$ cat src/rtl/id_stage_pipe.sv
// Registered MIPS instruction-decode stage with register file, branch resolution and load-use stall.
// Optional macro WB_BYPASS_EN forwards same-cycle write-back data into operand reads.
module id_stage_pipe #(
  parameter int XLEN     = 32,
  parameter int NUM_REGS = 32,
  parameter int PC_W     = 32
) (
  input  logic            clk,
  input  logic            reset,
  input  logic            in_valid,
  output logic            in_ready,
  input  logic [31:0]     instr,
  input  logic [PC_W-1:0] pc_next_in,
  input  logic            wb_en,
  input  logic [4:0]      wb_addr,
  input  logic [XLEN-1:0] wb_data,
  output logic            out_valid,
  input  logic            out_ready,
  output logic [XLEN-1:0] rs_data,
  output logic [XLEN-1:0] rt_data,
  output logic [XLEN-1:0] imm,
  output logic [3:0]      alu_ctrl,
  output logic            alu_b_sel,
  output logic [4:0]      dst_addr,
  output logic            reg_write,
  output logic            mem_read,
  output logic            mem_write,
  output logic            wb_data_sel,
  output logic            redirect_valid,
  output logic [PC_W-1:0] redirect_pc,
  output logic            halted
);

  localparam logic [5:0] OP_ADD  = 6'd1;
  localparam logic [5:0] OP_SUB  = 6'd2;
  localparam logic [5:0] OP_ADDI = 6'd3;
  localparam logic [5:0] OP_LW   = 6'd4;
  localparam logic [5:0] OP_SW   = 6'd5;
  localparam logic [5:0] OP_AND  = 6'd6;
  localparam logic [5:0] OP_OR   = 6'd7;
  localparam logic [5:0] OP_NOR  = 6'd8;
  localparam logic [5:0] OP_BEQ  = 6'd9;
  localparam logic [5:0] OP_BNE  = 6'd10;
  localparam logic [5:0] OP_SLT  = 6'd11;
  localparam logic [5:0] OP_EOF  = 6'd12;

  localparam logic [3:0] ALU_ADD = 4'd0;
  localparam logic [3:0] ALU_SUB = 4'd1;
  localparam logic [3:0] ALU_AND = 4'd2;
  localparam logic [3:0] ALU_OR  = 4'd3;
  localparam logic [3:0] ALU_NOR = 4'd4;
  localparam logic [3:0] ALU_SLT = 4'd5;

  localparam logic [5:0] NUM_REGS6 = 6'(NUM_REGS);

  typedef enum logic {RUN, HALT} state_t;

  state_t          state;
  logic            squash;
  logic [XLEN-1:0] rf [32];

  logic [5:0]      op;
  logic [4:0]      rs_a, rt_a, rd_a;
  logic [3:0]      dec_alu;
  logic            dec_b_sel, dec_rw, dec_mr, dec_mw, dec_wbs;
  logic [4:0]      dec_dst;
  logic            uses_rt, is_beq, is_bne, is_eof;
  logic [XLEN-1:0] rs_val, rt_val, imm_sext;
  logic [PC_W-1:0] br_target;
  logic            br_taken, hazard, accept;

  function automatic logic addr_ok(input logic [4:0] a);
    return (a != 5'd0) && ({1'b0, a} < NUM_REGS6);
  endfunction

  assign op       = instr[31:26];
  assign rs_a     = instr[25:21];
  assign rt_a     = instr[20:16];
  assign rd_a     = instr[15:11];
  assign imm_sext = XLEN'($signed(instr[15:0]));

  always_comb begin
    dec_alu   = ALU_ADD;
    dec_b_sel = 1'b0;
    dec_dst   = 5'd0;
    dec_rw    = 1'b0;
    dec_mr    = 1'b0;
    dec_mw    = 1'b0;
    dec_wbs   = 1'b0;
    uses_rt   = 1'b0;
    is_beq    = 1'b0;
    is_bne    = 1'b0;
    is_eof    = 1'b0;
    case (op)
      OP_ADD: begin dec_alu = ALU_ADD; dec_dst = rd_a; dec_rw = 1'b1; uses_rt = 1'b1; end
      OP_SUB: begin dec_alu = ALU_SUB; dec_dst = rd_a; dec_rw = 1'b1; uses_rt = 1'b1; end
      OP_AND: begin dec_alu = ALU_AND; dec_dst = rd_a; dec_rw = 1'b1; uses_rt = 1'b1; end
      OP_OR:  begin dec_alu = ALU_OR;  dec_dst = rd_a; dec_rw = 1'b1; uses_rt = 1'b1; end
      OP_NOR: begin dec_alu = ALU_NOR; dec_dst = rd_a; dec_rw = 1'b1; uses_rt = 1'b1; end
      OP_SLT: begin dec_alu = ALU_SLT; dec_dst = rd_a; dec_rw = 1'b1; uses_rt = 1'b1; end
      OP_ADDI: begin
        dec_b_sel = 1'b1;
        dec_dst   = rt_a;
        dec_rw    = 1'b1;
      end
      OP_LW: begin
        dec_b_sel = 1'b1;
        dec_dst   = rt_a;
        dec_rw    = 1'b1;
        dec_mr    = 1'b1;
        dec_wbs   = 1'b1;
      end
      OP_SW: begin
        dec_b_sel = 1'b1;
        dec_mw    = 1'b1;
        uses_rt   = 1'b1;
      end
      OP_BEQ: begin is_beq = 1'b1; uses_rt = 1'b1; end
      OP_BNE: begin is_bne = 1'b1; uses_rt = 1'b1; end
      OP_EOF: is_eof = 1'b1;
      default: ;
    endcase
  end

  // Without the bypass a same-cycle write is invisible until the next cycle.
  always_comb begin
    rs_val = '0;
    rt_val = '0;
    if (addr_ok(rs_a)) rs_val = rf[rs_a];
    if (addr_ok(rt_a)) rt_val = rf[rt_a];
`ifdef WB_BYPASS_EN
    if (wb_en && addr_ok(wb_addr) && wb_addr == rs_a) rs_val = wb_data;
    if (wb_en && addr_ok(wb_addr) && wb_addr == rt_a) rt_val = wb_data;
`endif
  end

  assign br_taken  = (is_beq && (rs_val == rt_val)) || (is_bne && (rs_val != rt_val));
  assign br_target = pc_next_in + PC_W'($signed({instr[15:0], 2'b00}));

  assign hazard = out_valid && mem_read && (dst_addr != 5'd0) &&
                  ((dst_addr == rs_a) || (uses_rt && (dst_addr == rt_a)));

  assign in_ready = reset && (!out_valid || out_ready) && !hazard && (state == RUN);
  assign accept   = in_valid && in_ready;
  assign halted   = (state == HALT);

  always_ff @(posedge clk or negedge reset) begin
    if (!reset) begin
      for (int i = 0; i < 32; i++) rf[i] <= '0;
    end else if (wb_en && addr_ok(wb_addr)) begin
      rf[wb_addr] <= wb_data;
    end
  end

  // A squashed instruction is consumed from fetch but leaves no trace downstream.
  always_ff @(posedge clk or negedge reset) begin
    if (!reset) begin
      state          <= RUN;
      squash         <= 1'b0;
      out_valid      <= 1'b0;
      rs_data        <= '0;
      rt_data        <= '0;
      imm            <= '0;
      alu_ctrl       <= 4'd0;
      alu_b_sel      <= 1'b0;
      dst_addr       <= 5'd0;
      reg_write      <= 1'b0;
      mem_read       <= 1'b0;
      mem_write      <= 1'b0;
      wb_data_sel    <= 1'b0;
      redirect_valid <= 1'b0;
      redirect_pc    <= '0;
    end else begin
      redirect_valid <= 1'b0;
      if (accept) begin
        if (squash) begin
          squash    <= 1'b0;
          out_valid <= 1'b0;
        end else begin
          out_valid   <= 1'b1;
          rs_data     <= rs_val;
          rt_data     <= rt_val;
          imm         <= imm_sext;
          alu_ctrl    <= dec_alu;
          alu_b_sel   <= dec_b_sel;
          dst_addr    <= dec_dst;
          reg_write   <= dec_rw;
          mem_read    <= dec_mr;
          mem_write   <= dec_mw;
          wb_data_sel <= dec_wbs;
          if (br_taken) begin
            redirect_valid <= 1'b1;
            redirect_pc    <= br_target;
            squash         <= 1'b1;
          end
          if (is_eof) state <= HALT;
        end
      end else if (out_ready) begin
        out_valid <= 1'b0;
      end
    end
  end

endmodule

$ cat config.mk
export PLATFORM = sky130hd
export DESIGN_NAME = id_stage_pipe
export DESIGN_NICKNAME = d
export VERILOG_FILES = /design/src/rtl/id_stage_pipe.sv
export SDC_FILE = /design/constraint.sdc
export NUM_CORES = 2
export LEC_CHECK = 0
export CAP_MARGIN = 20
export CORE_MARGIN = 2
export CORE_UTILIZATION = 61
export CTS_CLUSTER_SIZE = 12
export DETAILED_ROUTE_END_ITERATION = 12
export PLACE_DENSITY = 0.79
export SYNTH_ARGS = -nofsm -noshare
export SYNTH_HDL_FRONTEND = slang
export SYNTH_SLANG_ARGS = --single-unit
$ cat constraint.sdc
create_clock -name clk -period 10.3 [get_ports clk]
set_input_delay 2.06 -clock clk [delete_from_list [all_inputs] [get_ports clk]]
set_output_delay 2.06 -clock clk [all_outputs]
set_load 0.1 [all_outputs]
==> images/registers.png <==
Other sequential cells in the stronger grey, the rest of the logic in the fainter grey.
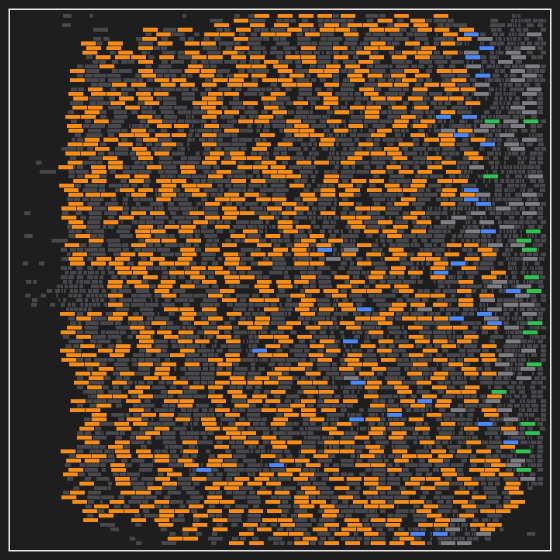
| signal | colour | flops |
|---|---|---|
| `imm` | green | 16 |
| `rf` | orange | 1,024 |
| `rt_data` | blue | 32 |

==> reports/metrics.cfg <==
[setup_path]
max_stage_delay_ns=1.13
cp_num_buf_inv=3
endpoint_kind=output pin
crit_cells=9
path_delay_family=buffers and inverters
crit_fanout=56
cp.required_ns=8.24

[logic_synthesis]
area_leaders=dfrtp_1 47%, mux4_2 20%, mux2_2 19%
common_cells=1,152 x dfrtp_1, 1,006 x mux2_2, 543 x mux4_2, 250 x clkbuf_1, 242 x nand2_1
synth_cells=4169
edf_count=0
synth-seq-cells=1152
postSynthSeqShare_pct=47.20
netlist_area_mm2=0.06108
synth_chip_area_mm2=0.06108

[pwr]
power_leakage_nw=29.45
peakVddDrop_v=0.0001387
finalPower_mw=13.73
power_density_mw_per_mm2=201.7

[global_routing]
grt_pass1_wl_um=273600
grt.met3_usage_pct=10.48
grt_use_total_pct=36.38
grt_pass1_vias=40900

[cells_and_area]
comb_area_mm2=0.03036
area_growth_pct=11.43
fillers=6710
register_area_mm2=0.02883
layout.nets=4334
instances_no_fill=5575

[place]
pre_cts_slack_ns=2.653
finalWeightedCongestion=0.9319

[detailed_routing]
drc=0
first_iter_violations=4711
via_per_inst=7.188
ant_nets=0

[run_status]
outcome=finished, final reports clean

[clocking]
clk_latency_ns=0.70
cts_hold_buf=0
numCtsBuffers=115
cts_tree=built
post_cts_buffers=0
clkSinkCount=1152

[timing]
timing.final.crit_share_pct=70.33
fin_skew_ns=0.02179
timing.fmax_mhz=138.0
whs_ns=0.3968
fin_crit_ns=7.244
setup_slack_ns=3.056

[die]
core_area_mm2=0.09971
die_area_mm2=0.1027

==> images/final_congestion.png <==
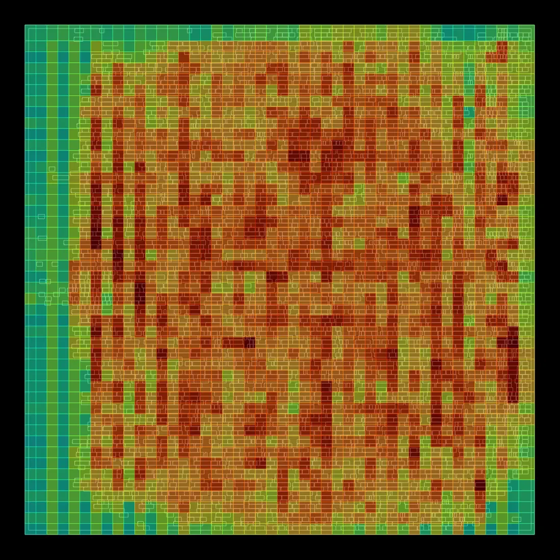
met2 Usage GRT: 54.46%
final core utilization: 68.26%
routed len/inst: 32.99 um
grt peak-use layer: met2

==> power breakdown <==
part           internal [mW]  total [mW]  switching [mW]
combinational           1.72        3.63            1.90
clock                   2.31        4.08            1.76
sequential              5.38        6.03           0.651
==> metal layers <==
metal / up-vias / share of wire [%] / wire length (um)
li1: 15890 / - / -
met1: 21280 / 38 / 70650
met2: 2377 / 45 / 83430
met3: 521 / 11 / 20810
met4: 14 / 4.9 / 8958
met5: - / 0.051 / 93
==> state kept, by name, indices dropped and copies added, names as in the netlist <==
name,flops
out_valid,1
reg_write,1
halted,1
rf,1024
redirect_valid,1
alu_b_sel,1
imm,16
dst_addr,5
alu_ctrl,3
squash,1
mem_write,1
wb_data_sel,1
rs_data,32
redirect_pc,32
rt_data,32
==> final timing paths <==
kind	from	endpoint	slack [ns]
min reg2reg	rf[1005]	rf[1005]	0.40
min	rf[1005]	rf[1005]	0.40
max in group asynchronous	reset	rf[941]	5.15
max reg2reg	rf[27]	redirect_pc[31]	5.49
max	instr[23]	in_ready	3.06
min in group asynchronous	reset	alu_ctrl[1]	1.32
==> cells by family (layout without fill, tap and decap cells) <==
group | count (synthesis) | count (layout) | synth area share, %
AOI/OAI and AO/OA | 338 | 338 | 3.657
buffers and inverters | 459 | 562 | 3.405
xor gates and xnor gates | 65 | 65 | 0.9321
and+or+nand+nor | 432 | 432 | 3.202
adders and majority gates | 30 | 30 | 0.6268
DFF | 1152 | 1152 | 47.20
muxes | 1692 | 1692 | 40.97
other | 1 | 6 | 0.006140
==> layout make-up <==
cell class              instances  area share [%]
multi-input cells            2558           44.61
flip-flops and latches       1152           42.36
repair buffers                353           5.320
clock buffers                 178           4.995
well taps                    1298           2.386
clock inverters                13          0.2151
inverters                      18         0.09928
diodes                          5         0.01838
Power and IR drop assume default switching activity.
